### config.mk
export PLATFORM = sky130hd
export DESIGN_NAME = dvp_pattern_tx
export DESIGN_NICKNAME = d
export VERILOG_FILES = /design/src/rtl/dvp_pattern_tx.sv
export SDC_FILE = /design/constraint.sdc
export NUM_CORES = 1
export LEC_CHECK = 0
export CORE_MARGIN = 2
export CORE_UTILIZATION = 52
export DETAILED_ROUTE_END_ITERATION = 10
export GPL_TIMING_DRIVEN = 0
export PLACE_DENSITY = 0.72
export SYNTH_ARGS = -nofsm -noshare
export SYNTH_HDL_FRONTEND = slang
export SYNTH_SLANG_ARGS = --single-unit
### constraint.sdc
create_clock -name clk_25 -period 3.4 [get_ports clk_25]
set_clock_uncertainty 0.2 [all_clocks]
set_input_delay 0.34 -clock clk_25 [delete_from_list [all_inputs] [get_ports clk_25]]
set_output_delay 0.34 -clock clk_25 [all_outputs]
set_load 0.05 [all_outputs]
### src/rtl/dvp_pattern_tx.sv
// OV7670-style parallel pixel bus source: QQVGA YUV422 test patterns (box/ramp/stripes/flat).
// Define DVP_FRAME_SCROLL_EN to add a frame counter that scrolls the ramp one column per frame.
module dvp_pattern_tx #(
  parameter int H_ACTIVE    = 160,
  parameter int V_ACTIVE    = 120,
  parameter int H_BLANK     = 32,
  parameter int VSYNC_LINES = 3,
  parameter int V_BACK      = 10,
  parameter int V_FRONT     = 4
) (
  input  logic       clk_25,
  input  logic       reset,
  input  logic       enable,
  input  logic [1:0] pattern_sel,
  output logic       pclk,
  output logic       h_ref,
  output logic       v_sync,
  output logic [7:0] data_out,
  output logic       frame_done,
  output logic       busy
);
  localparam int L        = 2*H_ACTIVE + H_BLANK;
  localparam int SW       = $clog2(L);
  localparam int LINE_MAX = VSYNC_LINES + V_BACK + V_ACTIVE + V_FRONT;
  localparam int LW       = $clog2(LINE_MAX);

  typedef enum logic [2:0] {IDLE, VSYNC, VBACK, ACTIVE, VFRONT} state_t;

  state_t          state, nxt_state;
  logic [SW-1:0]   slot, nxt_slot;
  logic [LW-1:0]   line, nxt_line, phase_last;
  logic [1:0]      pat, nxt_pat;
  logic            nxt_pclk, nxt_busy, nxt_frame_done, nxt_h_ref, nxt_v_sync;
  logic [7:0]      nxt_data, x8, y8, yval;
  logic            adv, line_end, phase_end, load, h_act;

`ifdef DVP_FRAME_SCROLL_EN
  logic [7:0] frame_cnt;
  always_ff @(posedge clk_25 or posedge reset)
    if (reset)           frame_cnt <= '0;
    else if (frame_done) frame_cnt <= frame_cnt + 8'd1;
`endif

  always_comb begin
    case (state)
      VSYNC:   phase_last = LW'(VSYNC_LINES - 1);
      VBACK:   phase_last = LW'(V_BACK - 1);
      ACTIVE:  phase_last = LW'(V_ACTIVE - 1);
      default: phase_last = LW'(V_FRONT - 1);
    endcase
  end

  // a new byte slot begins on the edge where pclk falls
  assign adv       = busy && pclk;
  assign line_end  = (slot == SW'(L - 1));
  assign phase_end = line_end && (line == phase_last);

  always_comb begin
    nxt_state      = state;
    nxt_slot       = slot;
    nxt_line       = line;
    nxt_pat        = pat;
    nxt_busy       = busy;
    nxt_pclk       = busy ? ~pclk : 1'b0;
    nxt_frame_done = 1'b0;
    load           = 1'b0;
    if (state == IDLE) begin
      if (enable) begin
        nxt_state = VSYNC;
        nxt_pat   = pattern_sel;
        nxt_busy  = 1'b1;
        nxt_slot  = '0;
        nxt_line  = '0;
        load      = 1'b1;
      end
    end else if (adv) begin
      load = 1'b1;
      if (!line_end) nxt_slot = slot + 1'b1;
      else begin
        nxt_slot = '0;
        nxt_line = line + 1'b1;
        if (phase_end) begin
          nxt_line = '0;
          case (state)
            VSYNC:  nxt_state = VBACK;
            VBACK:  nxt_state = ACTIVE;
            ACTIVE: nxt_state = VFRONT;
            default: begin
              nxt_frame_done = 1'b1;
              if (enable) begin
                nxt_state = VSYNC;
                nxt_pat   = pattern_sel;
              end else begin
                nxt_state = IDLE;
                nxt_busy  = 1'b0;
                nxt_pclk  = 1'b0;
              end
            end
          endcase
        end
      end
    end
  end

  // bus values for the slot being entered
  assign x8    = 8'(nxt_slot >> 1);
  assign y8    = 8'(nxt_line);
  assign h_act = (nxt_state == ACTIVE) && (nxt_slot < SW'(2*H_ACTIVE));

  always_comb begin
    case (nxt_pat)
      2'd0:    yval = (x8 > 8'd40 && x8 < 8'd119 && y8 > 8'd30 && y8 < 8'd89) ? 8'h00 : 8'hFF;
`ifdef DVP_FRAME_SCROLL_EN
      2'd1:    yval = x8 + frame_cnt;
`else
      2'd1:    yval = x8;
`endif
      2'd2:    yval = x8[3] ? 8'hFF : 8'h00;
      default: yval = 8'h80;
    endcase
    nxt_h_ref  = h_act;
    nxt_v_sync = (nxt_state == VSYNC);
    nxt_data   = h_act ? (nxt_slot[0] ? 8'h80 : yval) : 8'h00;
  end

  always_ff @(posedge clk_25 or posedge reset) begin
    if (reset) begin
      state      <= IDLE;
      slot       <= '0;
      line       <= '0;
      pat        <= '0;
      pclk       <= 1'b0;
      busy       <= 1'b0;
      frame_done <= 1'b0;
      h_ref      <= 1'b0;
      v_sync     <= 1'b0;
      data_out   <= 8'h00;
    end else begin
      state      <= nxt_state;
      slot       <= nxt_slot;
      line       <= nxt_line;
      pat        <= nxt_pat;
      pclk       <= nxt_pclk;
      busy       <= nxt_busy;
      frame_done <= nxt_frame_done;
      if (load) begin
        h_ref    <= nxt_h_ref;
        v_sync   <= nxt_v_sync;
        data_out <= nxt_data;
      end
    end
  end
endmodule

==> run summary, run 1 <==
Entry: Yosys synthesis followed by OpenROAD place and route.

Outcome:
- The flow ran to the end, and the final reports show no timing, DRC or antenna violations.

Finish:
- The run gives the sequential cell count of the final layout as 35.
- The clock buffers instantiated in the layout total 6.
- Summing all flip-flop and latch instances after layout gives 877 µm².
- The run gives the final cell count without fillers as 330.
- Among all cell classes, the greatest summed area belongs to multi-input combinational cells.
- The run puts the buffer count excluding the clock tree in the final layout at 42.
- For this run, the script counts the antenna cells in the layout as 0.
- The largest registers in the layout are slot (9), data_out (8), line (8).
- The run gives the signed area change from the synthesized netlist to the final layout as 23.2%.
- The most common logic cell in the final layout is sky130_fd_sc_hd__dfrtp_1.
- The final layout contains 286 nets.
- The run gives the count of multi-input combinational gates as 181.
- The run puts the sequential share of cell area at 0.318.
- After routing the design area is 2760 µm².
- The largest register by flop count is slot.
- The run gives the multi-input gate share of the layout cell area as 0.471.

Place:
- The run puts the cell area reported after detailed placement at 2470 µm².
- The run puts the pre-CTS setup slack at -149 ps.
- The run gives the placer congestion estimate as 0.879.
- The run gives the count of buffers from port buffering as 17.
- For this run the detailed placement stage logged an HPWL of 3920 µm.

Clock network:
- The run gives the count of H-tree levels built during CTS as 2.
- The run gives the number of post-CTS setup repair buffers as 1.
- In the CTS report, the clock slew at the register clock pins of the worst setup and hold paths is listed as 70 ps.
- The run puts the maximum clock insertion buffer count at 2.
- The run gives the clock latency of the later-clocked register in the worst-skew pair as 300 ps.
- The run gives the number of gates given a new drive strength after cts as 4.
- The run gives the clock root buffer master as sky130_fd_sc_hd__clkbuf_8.
- TritonCTS built the clock tree.
- The run puts the count of clock tree sinks at 35.

Drt:
- The run gives the number of search-and-repair iterations in the first detailed-routing pass as 5.
- The run gives the uppermost signal routing layer after detailed routing as met4.
- Per the detail_route log, met2 wirelength is 2710 µm.
- The run gives the average detailed-routed wire length per instance as 17.8 µm.
- For this block, the initial DRC count from the detailed router was 134.
- Nets still carrying antenna violations after routing amount to 0.
- The run gives the met3 wire length as 408 µm.
- The run puts the routed metal-1 wirelength at 2650 µm.

Final timing:
- The worst path needs 3330 ps of the cycle, external delays included.
- Setup repair after global routing could not meet its margin everywhere.
- The run puts the maximum achievable frequency at 300 MHz.
- The run gives the total negative setup slack as 0 ps.
- Across all setup checks in the final design, the least slack found is 68.2 ps.
- The run gives the number of failing setup endpoints in the final timing report as 0.
- The run gives the worst-case headroom to the max-slew limit as 0.500.
- The run puts the final count of hold timing violations at 0.
- The pin closest to its max-slew limit shows a slew of 742 ps.
- Counting pins that exceed their max-slew limit in the final report gives 0.

Power and ir drop:
- The run gives the register share of total power as 0.422.
- The run gives the sequential power as 530 µW.
- The run gives the switching fraction of total power as 0.342.
- The run puts the overall power after layout at 1.26 mW.
- The run gives the portion of total power attributed to combinational logic as 0.261.
- The biggest slice of the total power is consumed by registers.
- The run gives the clock network fraction of design power as 0.318.

Synth:
- The share of synthesized area in the top cell type comes to 0.391.
- The run puts the area fraction in compound gates at 0.267.
- The synthesis run shows the most used standard cells to be 35 x sky130_fd_sc_hd__dfrtp_1, 22 x sky130_fd_sc_hd__nand2_1, 19 x sky130_fd_sc_hd__o21ai_0.
- In this run, the synthesized area fraction spent on adder and majority cells is recorded as 0.0112.
- Yosys mapped a number of flops with a built-in enable equal to 0.
- The run puts the warning count from the yosys run at 0.
- The run gives the tally of unique sky130hd cells used after synthesis as 64.
- Of the synthesized area, sequential elements account for 0.391.
- The run gives the most numerous cell in the Yosys netlist as sky130_fd_sc_hd__dfrtp_1.
- The run puts the synthesized netlist cell count at 245.
- In this run, the synthesized area fraction spent on and/or/nand/nor cells is recorded as 0.241.
- The run gives the top cell type by total area after synthesis as sky130_fd_sc_hd__dfrtp_1.
- Averaged over all synthesized cells, the footprint is 9.15 µm².
- The main area contributors are sky130_fd_sc_hd__dfrtp_1 39%, sky130_fd_sc_hd__o21ai_0 4.2%, sky130_fd_sc_hd__nand2_1 3.7%.
- The run gives the share of async-settable or async-resettable flops after synthesis as 1.00.

Floorplan:
- The run gives the die height as 69.6 µm.
- The run puts the area of the core at 4090 µm².
- The run puts the total I/O pin count at 18.
- The run puts the pre-placement core utilization at 0.548.
- The design received a total of 50 well taps at floorplan.
- The run puts the total die area at 4850 µm².

Critical path:
- Looking at the critical path, the single cell with the biggest stage delay is sky130_fd_sc_hd__or4_4.
- The run gives the capturing element of the worst setup path as data_out[7].
- The most critical setup path has its startpoint at line[4].
- The run gives the top fanout value on the critical path as 6.
- Among cell families on the critical path, the largest total delay comes from simple AND/OR/NAND/NOR gates.
- The longest incremental delay of any stage on the critical path is reported as 520 ps.
- Looking at the reg2reg group, the worst path ends at data_out[7].
- The most numerous cell type found on the critical path is sky130_fd_sc_hd__buf_6.
- Measured in cells, the most critical reg-to-reg path has a length of 12.
- Counting both buffers and inverters, the worst setup path holds a total of 3.
- STA classifies the critical path endpoint as a register.
- The run puts the data required time of the critical path at 3370 ps.
- The worst setup path is launched from a register.
- The run gives the worst path arrival time as 3300 ps.

GRT:
- The run gives the met3 global-route usage as 0.0683.
- The run gives the initial antenna violation count as 0.
- Across every metal layer, demand over resource in global routing totals 0.247.
- The run gives the global-route met1 utilization as 0.342.
- The run gives the via count of the first global-routing pass as 1939.
- Entering global routing, the biggest net connects 36 pins.
- After global routing, the most crowded layer is met2.

Min path:
- The most critical min-delay path falls under primary input to asynchronous set/reset pin.
### M1 wires, run 1

Scale bar: 20 µm. Cells faint in the background.
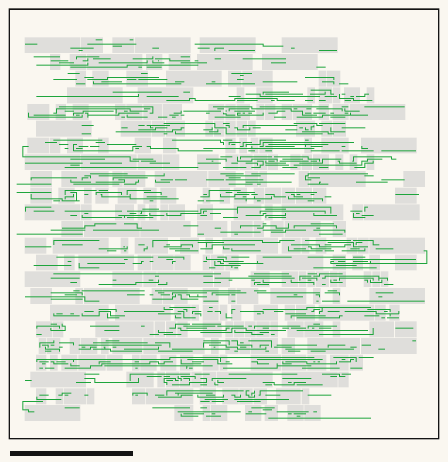
- nets with wire on the layer: 264
- longest straight run: 27.1 µm
- share of all routed wire: 45%
- main direction: horizontal
- wire length on this layer: 2650 µm

### Met2 routing, run 1

Scale bar: 20 µm. Cells faint in the background.
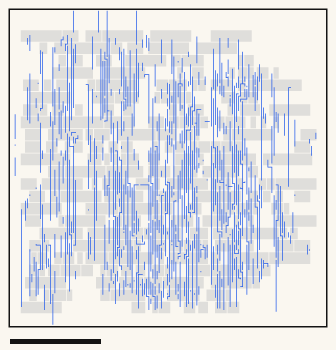
- longest straight run: 30.4 µm
- wire length on this layer: 2710 µm
- nets with wire on the layer: 250
drt total wl: 5890 µm
global-route met2 utilization: 0.379
count of vias placed by the detailed router: 2084

### Metal 3, run 1

Scale bar: 20 µm. Cells faint in the background.
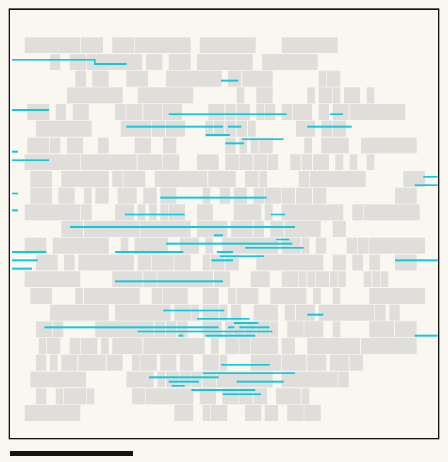
- longest straight run: 36.3 µm
- wire length on this layer: 409 µm

==> run 2: changes to the inputs <==
--- a/config.mk
+++ b/config.mk
@@ -6,10 +6,12 @@
 export NUM_CORES = 1
 export LEC_CHECK = 0
 export CORE_MARGIN = 2
-export CORE_UTILIZATION = 52
+export CORE_UTILIZATION = 58
 export DETAILED_ROUTE_END_ITERATION = 10
 export GPL_TIMING_DRIVEN = 0
-export PLACE_DENSITY = 0.72
+export PLACE_DENSITY = 0.77
+export RECOVER_POWER = 50
+export SETUP_SLACK_MARGIN = 0.2
 export SYNTH_ARGS = -nofsm -noshare
 export SYNTH_HDL_FRONTEND = slang
 export SYNTH_SLANG_ARGS = --single-unit
==> constraint.sdc (replaced) <==
create_clock -name clk_25 -period 3.48 [get_ports clk_25]
set_clock_uncertainty 0.2 [all_clocks]
set_input_delay 0.348 -clock clk_25 [delete_from_list [all_inputs] [get_ports clk_25]]
set_output_delay 0.348 -clock clk_25 [all_outputs]
set_load 0.05 [all_outputs]
### Pin placement, run 2

Scale bar: 20 µm. Pins as bars across the die edge, other pins in gray.
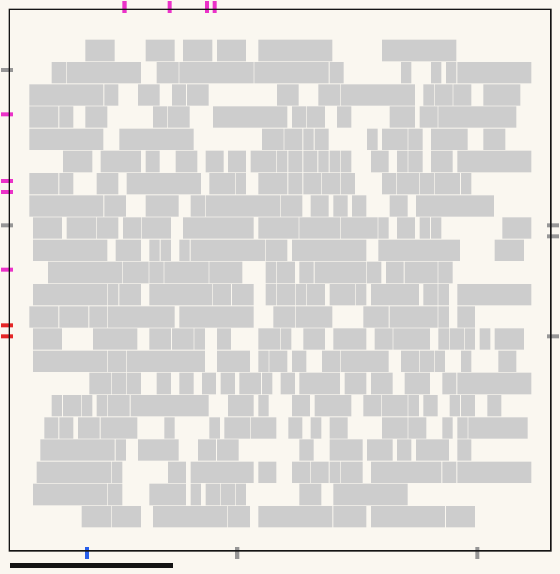
- red: `pattern_sel` (pins 2; direction input; edge left)
- blue: `reset` (pins 1; direction input; edge bottom)
- magenta: `data_out` (pins 8; direction output; edge 4 left, 4 top)

==> run 2 against run 1 <==
Net effect: sequential power is 2% lower; synthesized cell count unchanged; cell area hardly changed; clock-buffer cell count unchanged; register-to-register slack better by 160 ps; die area decreased by 9.8%; sequential share of layout area is 0.11 points higher; worst hold slack got worse by 20 ps; global-route usage up 2.9 points; via count down 1.6%; flip-flop count did not move; non-clock buffer count unchanged; highest routed layer unchanged.
==> run summary, run 2 <==
Entry: Yosys synthesis followed by OpenROAD place and route.

Floorplan:
- The run gives the die height as 66.2 µm.
- The floorplan step defined a core boundary enclosing 3690 µm².
- The run gives the die width as 66.2 µm.
- The chip occupies 4380 µm².
- The run puts the total I/O pin count at 18.
- The run puts the pre-placement core utilization at 0.608.
- The run puts the tap cell count at 48.

Drt:
- The violation tally recorded at the end of detailed-routing iteration 0 is 216.
- For this sky-water flow run, the detailed-routed wirelength per cell is reported as 17.0 µm.
- The run puts the total met2 wirelength after detailed routing at 2540 µm.
- The run puts the antenna violation net count after detailed routing at 0.
- Routed signal wires occupy layers up through met4.
- The run gives the final wirelength as 5570 µm.
- The run gives the routed metal-1 wirelength as 2550 µm.
- The run puts the total via count after detailed routing at 2051.
- The run gives the number of search-and-repair iterations in the first detailed-routing pass as 5.
- Per the detail_route log, met3 wirelength is 430 µm.

GRT:
- The run gives the residual overflow from global routing as 0.
- In the global route stage, overall resource usage came out at 0.277.
- The via count of the first global-routing pass is 1850.
- The run gives the largest net degree at the start of global routing as 36.
- The global router reports that the layer with the highest usage is met2.
- The run puts the met2 routing resource usage after global routing at 0.404.
- The first global-routing pass estimated 9030 µm of wire.
- Routing resource usage on met3 recorded by global route was 0.0767.
- The run puts the initial antenna violation count at 0.
- For this run, global-route usage on met1 was measured as 0.402.

Power and ir drop:
- The run puts the sequential power at 519 µW.
- The run puts the overall power after layout at 1.14 mW.
- The run puts the portion of total power attributed to combinational logic at 0.287.
- The power report lists the combinational group at 327 µW.
- The run puts the net switching power at 419 µW.
- The run gives the clock network power consumption as 293 µW.
- Of all power groups, the one with the highest power is registers.
- The run gives the register share of total power as 0.456.
- Per the OpenROAD power report, leakage power amounts to 1.12 nW.
- Of the total power, the clock network draws 0.257.
- The run puts the switching fraction of total power at 0.368.
- The run gives the internal portion of total power as 720 µW.

Synth:
- The run gives the main logic family after synthesis as AND-OR/OR-AND gates.
- The run gives the number of synthesized flops with an enable pin as 0.
- The run puts the share of async-settable or async-resettable flops after synthesis at 1.00.
- By area the synthesized netlist is led by sky130_fd_sc_hd__dfrtp_1 39%, sky130_fd_sc_hd__o21ai_0 4.2%, sky130_fd_sc_hd__nand2_1 3.7%.
- The run gives the tally of unique sky130hd cells used after synthesis as 64.
- The run gives the area share of the largest cell type after synthesis as 0.391.
- The run gives the area fraction in compound gates as 0.267.
- The net count after synthesis is 252.
- The run gives the number of cell instances after yosys synthesis as 245.
- The run gives the sequential-to-total area share from yosys stat as 0.391.
- Yosys reports that the most numerous cell types are 35 x sky130_fd_sc_hd__dfrtp_1, 22 x sky130_fd_sc_hd__nand2_1, 19 x sky130_fd_sc_hd__o21ai_0.
- The run gives the post-synthesis share of cell area spent on full adders, half adders and majority gates as 0.0112.
- The run puts the synthesized netlist cell count at 245.
- Summing every instance area after synthesis gives 2240 µm².
- Of the post-synthesis cell area, the part taken by muxes is 0.0156.
- The synthesis log from Yosys contains 0 warnings.
- The run gives the XOR/XNOR share of the synthesized area as 0.00782.
- Summed over all instances, the cell type with the most area after synthesis is sky130_fd_sc_hd__dfrtp_1.
- A synthesized cell averages 9.15 µm².
- The run puts the simple-gate share of the synthesized area at 0.241.
- sky130_fd_sc_hd__dfrtp_1 is the most common cell in the netlist.

Finish:
- In the final layout, the registers with the most flip-flops are slot (9), data_out (8), line (8).
- The run puts the utilization of the core after routing at 0.748.
- The run gives the count of multi-input combinational gates as 181.
- The run gives the number of diodes as 0.
- The run gives the final cell count without fillers as 328.
- Counting flops per register, the top entry is slot.
- The run gives the number of logic inverters in the finished layout as 14.
- The run puts the flip-flop and latch area at 880 µm².
- Of the total standard cell area in the layout, the multi-input combinational portion is 0.476.
- The run gives the area fraction of clock buffers and clock inverters as 0.0308.
- Counting only logic cells after layout, the most numerous master is sky130_fd_sc_hd__dfrtp_1.
- The run puts the area of the multi-input gates at 1320 µm².
- By area, the class that comes first in the final layout consists of multi-input combinational cells.
- From synthesis to final layout, the design area changed by 23.2%.
- The run puts the final layout net count at 286.
- For the completed layout, the total cell area is recorded as 2760 µm².
- Counting plain and timing-repair buffers in the layout gives 42.
- The layout report gives the register share of total cell area as 0.319.
- The run gives the count of fill cells added during filler insertion as 288.
- The run puts the sequential cell count of the final layout at 35.
- The run gives the layout clock buffer count as 6.

Critical path:
- The run gives the cell with the biggest individual delay on the critical path as sky130_fd_sc_hd__or4_4.
- Data on the critical path is required at its endpoint by 3450 ps.
- The run gives the startpoint of the most critical register-to-register path as line[4].
- Together, buffers and inverters on the worst path number 3.
- Among cell families on the critical path, the largest total delay comes from simple AND/OR/NAND/NOR gates.
- The run puts the number of cells on the worst reg-to-reg path at 12.
- The run puts the worst stage delay on the critical path at 520 ps.
- Per STA, the startpoint of the critical path is line[4].
- In this design, the critical path's most frequently occurring cell is sky130_fd_sc_hd__buf_6.
- The worst setup path is launched from a register.
- The run gives the worst path arrival time as 3220 ps.
- The run gives the slack of the worst reg-to-reg path as 230 ps.
- The critical path runs through a total of 12 cells.
- In this run the critical register-to-register path is captured at data_out[1].
- For reference, the critical path is captured by data_out[1].
- In this run the worst path has a maximum fanout of 7.
- The run gives the endpoint class of the critical path as a register.

Clock network:
- The run gives the number of gates given a new drive strength after cts as 10.
- The run gives the count of H-tree levels built during CTS as 2.
- The run puts the clock latency of the later-clocked register in the worst-skew pair at 300 ps.
- The report puts the hold buffer count at CTS at 0.
- The run gives the count of clock tree sinks as 35.
- TritonCTS built the clock tree.
- The run gives the clock-pin transition on the worst setup and hold timing paths as 80 ps.
- The run gives the number of post-CTS setup repair buffers as 4.
- The run gives the maximum clock insertion buffer count as 2.
- The run gives the clock root buffer master as sky130_fd_sc_hd__clkbuf_8.
- The run gives the number of buffers added by the clock tree synthesis step as 5.

Final timing:
- The run gives the maximum achievable frequency as 308 MHz.
- The final timing report derives a shortest allowable period of 3250 ps.
- In this run the tightest slew margin relative to its limit is 0.0887.
- The run puts the total negative setup slack at 0 ps.
- The run gives the max-slew violation count as 0.
- The run gives the final count of hold timing violations as 0.
- The run gives the slew at the pin with the worst max-slew slack as 1370 ps.
- The run gives the final worst-path setup slack as 228 ps.
- The run gives the number of failing setup endpoints in the final timing report as 0.
- Setup repair after global routing could not meet its margin everywhere.

Place:
- Before CTS, the worst setup slack after placement is -89.4 ps.
- The run gives the instance count after placement with tap cells included as 310.
- Once placement finished, the instance area stood at 2470 µm².
- The run puts the placed wire-length estimate after detailed placement at 3870 µm.
- During placement, the flow inserted port buffers numbering 17.
- The run puts the placer congestion estimate at 0.923.

Min path:
- The worst hold path begins at pclk.
- The most critical min-delay path falls under register to register.
- The endpoint of the worst hold path is reported as pclk.
- In the hold timing report, the worst path depth is 1.

Outcome:
- The flow ran to the end, and the final reports show no timing, DRC or antenna violations.

Flow run:
- The run puts the number of warning messages in the logs at 27.
==> run 3: changes to the inputs <==
--- a/config.mk
+++ b/config.mk
@@ -6,12 +6,13 @@
 export NUM_CORES = 1
 export LEC_CHECK = 0
 export CORE_MARGIN = 2
-export CORE_UTILIZATION = 58
+export CORE_UTILIZATION = 40
 export DETAILED_ROUTE_END_ITERATION = 10
 export GPL_TIMING_DRIVEN = 0
-export PLACE_DENSITY = 0.77
+export PLACE_DENSITY = 0.55
 export RECOVER_POWER = 50
 export SETUP_SLACK_MARGIN = 0.2
+export SLEW_MARGIN = 5
 export SYNTH_ARGS = -nofsm -noshare
 export SYNTH_HDL_FRONTEND = slang
 export SYNTH_SLANG_ARGS = --single-unit
### Track usage over the die, run 3

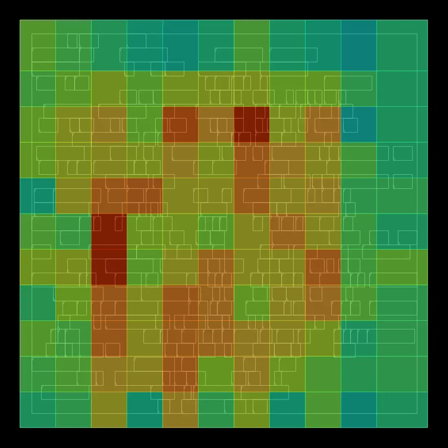
GRT Overall Usage: 0.201
mean routed wirelength per cell: 17.3 µm

==> run 3 against run 2 <==
Net effect: flip-flop count unchanged; setup slack got worse by 38 ps; non-clock buffer count grew 5; routed wire length rose by 11%; via count grew 0.44%; synthesized cell count did not move; clock power grew 24%; combinational power shrank 4%; worst hold slack worse by 8.0 ps; clock-buffer cell count did not move; core utilization fell by 23 points; cell area grew 2.2%; largest cell class unchanged.
==> run summary, run 3 <==
Entry: Yosys synthesis followed by OpenROAD place and route.

Critical path:
- The run puts the number of cells on the critical path at 12.
- Tracing the worst setup path back leads to its startpoint at line[4].
- The run gives the number of cells on the worst reg-to-reg path as 12.
- For the worst reg-to-reg path, the startpoint reported by OpenROAD is line[4].
- In this run the worst setup path terminates at data_out[7].
- Broken down by cell family, the worst path's largest delay share belongs to simple AND/OR/NAND/NOR gates.
- The run gives the worst path arrival time as 3250 ps.
- The endpoint identified for the worst register-to-register timing path is data_out[7].
- The worst setup path is captured at a register.
- Of all nets on the critical path, the largest fanout is 4.
- The number of buffers and inverters on the critical path is 4.
- The run gives the data required time of the critical path as 3440 ps.
- STA classifies the critical path startpoint as a register.
- The run puts the slack of the worst reg-to-reg path at 190 ps.
- The run gives the cell with the biggest individual delay on the critical path as sky130_fd_sc_hd__or4_4.
- Counting stages on the worst path, the most repeated cell is sky130_fd_sc_hd__buf_6.
- The run puts the worst stage delay on the critical path at 520 ps.

Final timing:
- Headroom to the max-slew limit came out at 0.0739.
- The run gives the maximum achievable frequency as 304 MHz.
- The run puts the slew at the pin with the worst max-slew slack at 1390 ps.
- Per the final timing report, the hold violations number 0.
- For reference, the final report shows the max-slew violation count at 0.
- Once routing completed, OpenROAD measured the worst setup slack at 190 ps.
- Setup repair after global routing could not meet its margin everywhere.
- The run gives the total negative setup slack as 0 ps.
- The run puts the post-layout minimum cycle time at 3290 ps.
- The run gives the number of failing setup endpoints in the final timing report as 0.

Finish:
- The run gives the count of fill cells added during filler insertion as 547.
- Per the layout area report, the register area comes to 880 µm².
- Per the layout report, the design carries 47 non-clock buffers.
- The run gives the biggest area consumer among cell classes as multi-input combinational cells.
- The run puts the sequential cell count of the final layout at 35.
- The run gives the final layout net count as 291.
- The run gives the final cell area excluding filler cells as 2820 µm².
- The run puts the layout clock buffer count at 6.
- The run puts the multi-input gate share of the layout cell area at 0.459.
- The run gives the most frequent standard cell in the layout excluding fill and tap cells as sky130_fd_sc_hd__dfrtp_1.
- The run gives the register with the most flip-flops as slot.
- The run puts the sequential share of cell area at 0.312.
- The largest registers in the layout are slot (9), data_out (8), line (8).
- Of the cells placed in the final design, the portion with a size suffix greater than 1 is 0.218.
- The run gives the final cell count without fillers as 356.
- The run gives the count of multi-input combinational gates as 181.
- The run puts the area fraction of clock buffers and clock inverters at 0.0364.
- The run puts the number of logic inverters in the finished layout at 14.
- The run gives the utilization of the core after routing as 0.515.
- Summing all multi-input logic gate instances after layout gives 1290 µm².
- The run puts the number of diodes at 0.
- The run gives the signed area change from the synthesized netlist to the final layout as 25.9%.

Min path:
- The path with the worst hold slack has its endpoint at pclk.
- The run gives the worst hold path depth as 1.
- Note that the worst hold path type here is register to register.
- The launch point of the worst min-delay path is recorded as pclk.

Power and ir drop:
- The run puts the portion of total power attributed to combinational logic at 0.263.
- The run gives the reported leakage power as 1.14 nW.
- The internal portion of the total power is 779 µW.
- The biggest slice of the total power is consumed by registers.
- The run puts the overall power after layout at 1.19 mW.
- The run gives the register share of total power as 0.431.
- The run gives the net switching power as 414 µW.
- The run gives the sequential power as 514 µW.
- The run gives the clock network fraction of design power as 0.305.
- The run puts the switching fraction of total power at 0.347.
- The run gives the clock network power consumption as 364 µW.
- The run gives the combinational power as 314 µW.

Clock network:
- The run gives the TritonCTS clock tree as done.
- In this run, post-CTS hold repair placed 0 buffers.
- The run gives the count of H-tree levels built during CTS as 2.
- CTS saw 35 sinks.
- Counting along the longest clock path gives a buffer depth of 2.
- The run gives the clock latency of the later-clocked register in the worst-skew pair as 290 ps.
- The run gives the clock-pin transition on the worst setup and hold timing paths as 80 ps.
- The run puts the number of buffers added by the clock tree synthesis step at 5.
- The run gives the clock root buffer master as sky130_fd_sc_hd__clkbuf_8.
- In this run the post-CTS setup repair buffer count came out at 7.
- Gates resized during post-CTS repair numbered 13.

Floorplan:
- Per the OpenROAD floorplan log, the height of the die is 78.9 µm.
- The run puts the area of the core at 5470 µm².
- The run gives the pre-placement core utilization as 0.409.
- The die is 78.9 µm wide.
- The run gives the tap cell count as 72.
- The run gives the number of standard-cell rows in the floorplan as 27.
- During I/O placement, the number of pins put on the boundary was 18.
- The run puts the total die area at 6220 µm².

Synth:
- The run puts the XOR/XNOR share of the synthesized area at 0.00782.
- The run gives the most numerous cell in the Yosys netlist as sky130_fd_sc_hd__dfrtp_1.
- The synthesis report lists the Yosys warning total as 0.
- In the post-synthesis netlist, the biggest area contributors are sky130_fd_sc_hd__dfrtp_1 39%, sky130_fd_sc_hd__o21ai_0 4.2%, sky130_fd_sc_hd__nand2_1 3.7%.
- The run gives the post-synthesis average cell area as 9.15 µm².
- By count the netlist is led by 35 x sky130_fd_sc_hd__dfrtp_1, 22 x sky130_fd_sc_hd__nand2_1, 19 x sky130_fd_sc_hd__o21ai_0.
- The run gives the top cell type by total area after synthesis as sky130_fd_sc_hd__dfrtp_1.
- The run puts the number of synthesized flops with an enable pin at 0.
- The run gives the sequential-to-total area share from yosys stat as 0.391.
- The run puts the mux cell area share after synthesis at 0.0156.
- The run gives the area fraction in compound gates as 0.267.
- The run gives the number of cell instances after yosys synthesis as 245.
- The run puts the area share of the largest cell type after synthesis at 0.391.
- The run puts the number of nets produced by synthesis at 252.
- The run gives the synthesized netlist cell count as 245.
- The run gives the simple-gate share of the synthesized area as 0.241.
- The run gives the main logic family after synthesis as AND-OR/OR-AND gates.
- The run gives the tally of unique sky130hd cells used after synthesis as 64.
- The run puts the share of async-settable or async-resettable flops after synthesis at 1.00.
- The run puts the post-synthesis share of cell area spent on full adders, half adders and majority gates at 0.0112.
- The run gives the netlist area before placement as 2240 µm².

Place:
- The run gives the pre-CTS setup slack as -139 ps.
- Per the gpl log, the routability congestion estimate is 0.852.
- The placement report lists the number of port buffers as 17.
- The run gives the placed wire-length estimate after detailed placement as 4180 µm.
- Summing all placed instances gives a cell area of 2500 µm².
- The run puts the instance count after placement with tap cells included at 334.

Drt:
- The run gives the uppermost signal routing layer after detailed routing as met4.
- After detailed routing, the met3 layer carries 274 µm of wire.
- The run puts the final wirelength at 6160 µm.
- The pre-antenna-repair detailed-routing pass consisted of 5 iterations.
- Detailed routing inserted a total of 2060 vias.
- The post-route report lists met1 wire length as 3040 µm.
- The run puts the total met2 wirelength after detailed routing at 2800 µm.
- The detail route stage leaves a number of antenna-violating nets equal to 0.

GRT:
- The via count of the first global-routing pass is 1865.
- The global routing report lists met3 layer usage as 0.0398.
- The run puts the residual overflow from global routing at 0.
- The run puts the largest net degree at the start of global routing at 36.
- The run gives the global-route met1 utilization as 0.293.
- The run gives the initial antenna violation count as 0.
- The run puts the met2 routing resource usage after global routing at 0.308.
- The run gives the global-route wire length before repair as 9650 µm.
- After global routing, the most crowded layer is met2.

Flow run:
- The run puts the max-cap check violation count at 0.
- The run gives the number of warning messages in the logs as 27.

Outcome:
- The run finished with clean final reports.
Power is estimated from default activity; no workload was simulated.
